==> src/rtl/prescaler_multi.sv <==
// Bank of independent programmable clock prescalers. Each channel emits a
// registered divided waveform and a period-start strobe; reloads land on the period boundary.
module prescaler_multi #(
  parameter int CHANNELS   = 2,
  parameter int WIDTH      = 8,
  parameter int RESET_DIV  = 1,
  parameter int RESET_HIGH = 1
) (
  input  logic                      clk_i,
  input  logic                      rst_n_i,
  input  logic [CHANNELS-1:0]       en_i,
  input  logic [CHANNELS-1:0]       load_i,
  input  logic [CHANNELS*WIDTH-1:0] div_i,
  input  logic [CHANNELS*WIDTH-1:0] high_i,
  output logic [CHANNELS-1:0]       out_clk_o,
  output logic [CHANNELS-1:0]       tick_o,
  output logic [CHANNELS-1:0]       pending_o
);

  logic [CHANNELS-1:0][WIDTH-1:0] divIn, highIn;
  logic [CHANNELS-1:0][WIDTH-1:0] cnt_q, cnt_d;
  logic [CHANNELS-1:0][WIDTH-1:0] divA_q, divA_d, highA_q, highA_d;
  logic [CHANNELS-1:0][WIDTH-1:0] divS_q, divS_d, highS_q, highS_d;
  logic [CHANNELS-1:0]            pending_q, pending_d;
  logic [CHANNELS-1:0]            outClk_q, outClk_d;
  logic [CHANNELS-1:0]            tick_q, tick_d;

  assign divIn  = div_i;
  assign highIn = high_i;

  always_comb begin
    cnt_d     = cnt_q;
    divA_d    = divA_q;
    highA_d   = highA_q;
    divS_d    = divS_q;
    highS_d   = highS_q;
    pending_d = pending_q;
    outClk_d  = outClk_q;
    tick_d    = tick_q;
    for (int i = 0; i < CHANNELS; i++) begin
      if (!en_i[i]) begin
        cnt_d[i]    = '0;
        outClk_d[i] = 1'b0;
        tick_d[i]   = 1'b0;
        // An idle channel has no period to protect, so loads go straight to the active set.
        if (load_i[i]) begin
          divA_d[i]    = divIn[i];
          highA_d[i]   = highIn[i];
          pending_d[i] = 1'b0;
        end
      end else begin
        outClk_d[i] = (cnt_q[i] < highA_q[i]);
        tick_d[i]   = (cnt_q[i] == '0);
        if (cnt_q[i] == divA_q[i]) begin
          cnt_d[i] = '0;
          // A load coinciding with the wrap is newer than the shadow and takes priority.
          if (load_i[i]) begin
            divA_d[i]    = divIn[i];
            highA_d[i]   = highIn[i];
            pending_d[i] = 1'b0;
          end else if (pending_q[i]) begin
            divA_d[i]    = divS_q[i];
            highA_d[i]   = highS_q[i];
            pending_d[i] = 1'b0;
          end
        end else begin
          cnt_d[i] = cnt_q[i] + WIDTH'(1);
          if (load_i[i]) begin
            divS_d[i]    = divIn[i];
            highS_d[i]   = highIn[i];
            pending_d[i] = 1'b1;
          end
        end
      end
    end
  end

  always_ff @(posedge clk_i or negedge rst_n_i) begin
    if (!rst_n_i) begin
      cnt_q     <= '0;
      divA_q    <= {CHANNELS{WIDTH'(RESET_DIV)}};
      highA_q   <= {CHANNELS{WIDTH'(RESET_HIGH)}};
      divS_q    <= '0;
      highS_q   <= '0;
      pending_q <= '0;
      outClk_q  <= '0;
      tick_q    <= '0;
    end else begin
      cnt_q     <= cnt_d;
      divA_q    <= divA_d;
      highA_q   <= highA_d;
      divS_q    <= divS_d;
      highS_q   <= highS_d;
      pending_q <= pending_d;
      outClk_q  <= outClk_d;
      tick_q    <= tick_d;
    end
  end

  assign out_clk_o = outClk_q;
  assign tick_o    = tick_q;
  assign pending_o = pending_q;

endmodule

==> config.mk <==
export PLATFORM = sky130hd
export DESIGN_NAME = prescaler_multi
export DESIGN_NICKNAME = d
export VERILOG_FILES = /design/src/rtl/prescaler_multi.sv
export SDC_FILE = /design/constraint.sdc
export NUM_CORES = 1
export LEC_CHECK = 0
export CAP_MARGIN = 10
export CORE_UTILIZATION = 61
export CTS_CLUSTER_DIAMETER = 80
export CTS_CLUSTER_SIZE = 20
export DETAILED_ROUTE_END_ITERATION = 16
export DONT_BUFFER_PORTS = 1
export GPL_TIMING_DRIVEN = 0
export HOLD_SLACK_MARGIN = 0.03
export PLACE_DENSITY = 0.77
export SYNTH_ARGS = -nofsm -noshare
export SYNTH_HDL_FRONTEND = slang
export SYNTH_SLANG_ARGS = --single-unit
==> constraint.sdc <==
create_clock -name clk_i -period 2.2 [get_ports clk_i]
set_input_delay 0.22 -clock clk_i [delete_from_list [all_inputs] [get_ports clk_i]]
set_output_delay 0.22 -clock clk_i [all_outputs]
set_load 0.02 [all_outputs]
Congestion heat map:
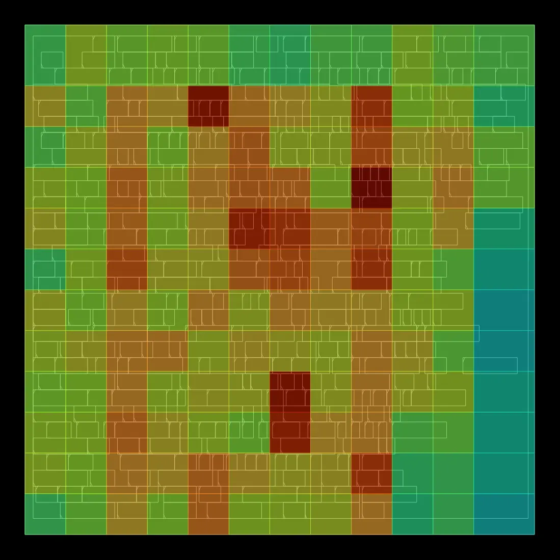
Global Route met2 Usage: 38.24%
final core utilization: 73.37%

==> impl_results.html <==
<h2>Implementation results</h2>
<table>
<tr><th>Metric</th><th>Value</th></tr>
<tr><th colspan="2">Outcome</th></tr>
<tr><td>Outcome</td><td>complete, but fails checks</td></tr>
<tr><td>Violations in the final reports</td><td>negative hold slack</td></tr>
<tr><th colspan="2">Placed design</th></tr>
<tr><td>Number of I/O port buffers</td><td>0</td></tr>
<tr><td>Number of cells in the design after placement</td><td>468</td></tr>
<tr><td>Post-detail-place hpwl</td><td>5576 um</td></tr>
<tr><td>Last weighted congestion value of the routability-driven placer</td><td>0.8480</td></tr>
<tr><th colspan="2">CTS</th></tr>
<tr><td>Max H-tree Level</td><td>3</td></tr>
<tr><td>Number of buffers added by the clock tree synthesis step</td><td>9</td></tr>
<tr><td>Buffer depth of the longest clock path</td><td>2</td></tr>
<tr><td>Worst-path clk slew</td><td>0.09 ns</td></tr>
<tr><td>Insertion delay at the late pin of the worst-skew pair</td><td>0.35 ns</td></tr>
<tr><td>CTS root buffer</td><td>clkbuf_8</td></tr>
<tr><th colspan="2">Timing</th></tr>
<tr><td>Transition time at the pin with the least slew margin</td><td>0.4181 ns</td></tr>
<tr><td>Crit path time final</td><td>1.940 ns</td></tr>
<tr><td>Final tally of hold violations</td><td>86</td></tr>
<tr><td>Setup slack after layout</td><td>0.2599 ns</td></tr>
<tr><td>Final worst hold slack</td><td>-0.4415 ns</td></tr>
<tr><td>Final setup violating endpoints</td><td>0</td></tr>
<tr><td>Unrepaired setup endpoints after global routing</td><td>false</td></tr>
<tr><td>Summed negative setup slack over all endpoints</td><td>0 ns</td></tr>
<tr><td>Final worst-path cycle share</td><td>88.18%</td></tr>
<tr><td>Worst-case clock skew</td><td>0.007242 ns</td></tr>
<tr><td>Relative slew slack</td><td>71.41%</td></tr>
<tr><th colspan="2">Critical path</th></tr>
<tr><td>Setup slack, reg-to-reg</td><td>0.26 ns</td></tr>
<tr><td>Crit Path Category</td><td>register to register</td></tr>
<tr><td>Launching element of the worst setup path</td><td>cnt_q[8]$_DFF_PN0_</td></tr>
<tr><td>Critical path data required time</td><td>2.43 ns</td></tr>
<tr><td>Register-to-Register Path Depth</td><td>6</td></tr>
<tr><td>CP max stage cell</td><td>dfrtp_1</td></tr>
<tr><td>Destination of the critical timing path</td><td>divS_q[11]$_DFFE_PN0P_</td></tr>
<tr><td>Series of cell instances along the critical path</td><td>xnor2_1 &gt; nand4_1 &gt; o21ai_4 &gt; nor2_4 &gt; buf_6 &gt; mux2_4</td></tr>
<tr><td>Maximum cell stage delay along the critical path</td><td>0.49 ns</td></tr>
<tr><th colspan="2">Yosys</th></tr>
<tr><td>Tally of yosys warning messages</td><td>0</td></tr>
<tr><td>Top cell type by instance count after synthesis</td><td>dfrtp_1</td></tr>
<tr><td>Distinct cell type count of the synthesized netlist</td><td>32</td></tr>
<tr><td>Netlist Area Pre-Place</td><td>0.004322 mm^2</td></tr>
<tr><td>Count of library flops with an enable pin</td><td>0</td></tr>
<tr><td>Yosys stat cell total</td><td>372</td></tr>
<tr><td>Fraction of registers with async set or reset after synthesis</td><td>100.0%</td></tr>
<tr><td>Leading post-synthesis cells by cell area</td><td>dfrtp_1 47%, a21oi_1 7.4%, mux2i_1 7.4%</td></tr>
<tr><td>Top area contributor share</td><td>47.48%</td></tr>
<tr><td>Synth cell count leaders</td><td>82 x dfrtp_1, 64 x a21oi_1, 32 x mux2i_1, 24 x inv_1</td></tr>
<tr><td>Share of synthesized area occupied by flip-flops and latches</td><td>49.91%</td></tr>
<tr><th colspan="2">Power and ir drop</th></tr>
<tr><td>Power Density</td><td>763.5 mW/mm^2</td></tr>
<tr><td>Flop pwr share</td><td>51.0%</td></tr>
<tr><td>Leak Pwr</td><td>0.002407 uW</td></tr>
<tr><td>Relative contribution of combinational cells to total power</td><td>15.9%</td></tr>
<tr><td>Clk. pwr</td><td>1260 uW</td></tr>
<tr><td>Maximum vdd drop</td><td>0.4718 mV</td></tr>
<tr><td>Switch Pwr</td><td>1010 uW</td></tr>
<tr><td>Overall power after layout</td><td>3827 uW</td></tr>
<tr><td>Power in sequential cells</td><td>1950 uW</td></tr>
<tr><th colspan="2">Global route</th></tr>
<tr><td>GR met3 Demand/Resource</td><td>5.048%</td></tr>
<tr><td>Largest net degree at the start of global routing</td><td>87</td></tr>
<tr><td>Via count of the first global-routing pass</td><td>3100</td></tr>
<tr><th colspan="2">Final layout</th></tr>
<tr><td>Area of all placed cells without fillers</td><td>0.005012 mm^2</td></tr>
<tr><td>ANT cells</td><td>0</td></tr>
<tr><td>Fin nets</td><td>473</td></tr>
<tr><td>Area used by sequential logic in the layout</td><td>0.002157 mm^2</td></tr>
<tr><th colspan="2">Detailed routing</th></tr>
<tr><td>Detailed router's first-iteration violation count</td><td>149</td></tr>
<tr><td>Detail Route met2 WL</td><td>3992 um</td></tr>
<tr><td>Routed wire per std cell</td><td>16.40 um</td></tr>
<tr><td>Drt first pass iters</td><td>4</td></tr>
<tr><td>Length of routed met3 wiring</td><td>340 um</td></tr>
<tr><td>Max Used Layer</td><td>met4</td></tr>
<tr><td>Count of unresolved DRC violations after routing</td><td>0</td></tr>
<tr><th colspan="2">Floorplan</th></tr>
<tr><td>Die extent in x</td><td>86.17 um</td></tr>
<tr><td>Core area</td><td>0.006832 mm^2</td></tr>
<tr><td>FP Util</td><td>63.26%</td></tr>
<tr><td>Placement row count</td><td>30</td></tr>
<tr><th colspan="2">Flow run</th></tr>
<tr><td>Count of warning messages emitted by the tools</td><td>30</td></tr>
<tr><th colspan="2">Worst hold path</th></tr>
<tr><td>Class of the tightest hold or removal check</td><td>input port to async pin</td></tr>
</table>
M2 wires:
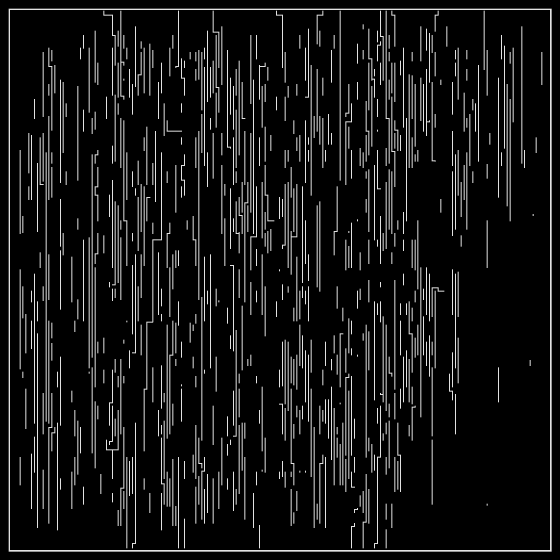
nets with wire on the layer: 395
longest straight run: 42.8 um
wire length on this layer: 3990 um
routed wire length: 8496 um
total vias in the final route: 2904

[area by class of cell]
cell class	instances	area share, %
clock inverters	6	1.847
repair buffers	34	6.790
well taps	96	2.396
flip-flops and latches	86	43.04
clock buffers	10	2.746
inverters	24	1.797
multi-input cells	248	39.69
plain buffers	14	1.697
[cells by family (layout without fill, tap and decap cells)]
group / Yosys count / in the layout / synth area share [%]
adder cells (fa/ha/maj): 18 / 18 / 5.211
multiplexers: 64 / 64 / 17.49
XOR/XNOR: 28 / 28 / 5.674
buffers and inverters: 38 / 88 / 4.053
AND-OR/OR-AND: 82 / 82 / 11.00
AND/OR/NAND/NOR: 56 / 56 / 6.659
flip-flops: 86 / 86 / 49.91
[what timing repair did]
action,4_1_cts,5_1_grt
setup buffers,0,0
hold endpoints to repair,120,86
resized,0,0
Power is estimated from default activity; no workload was simulated.
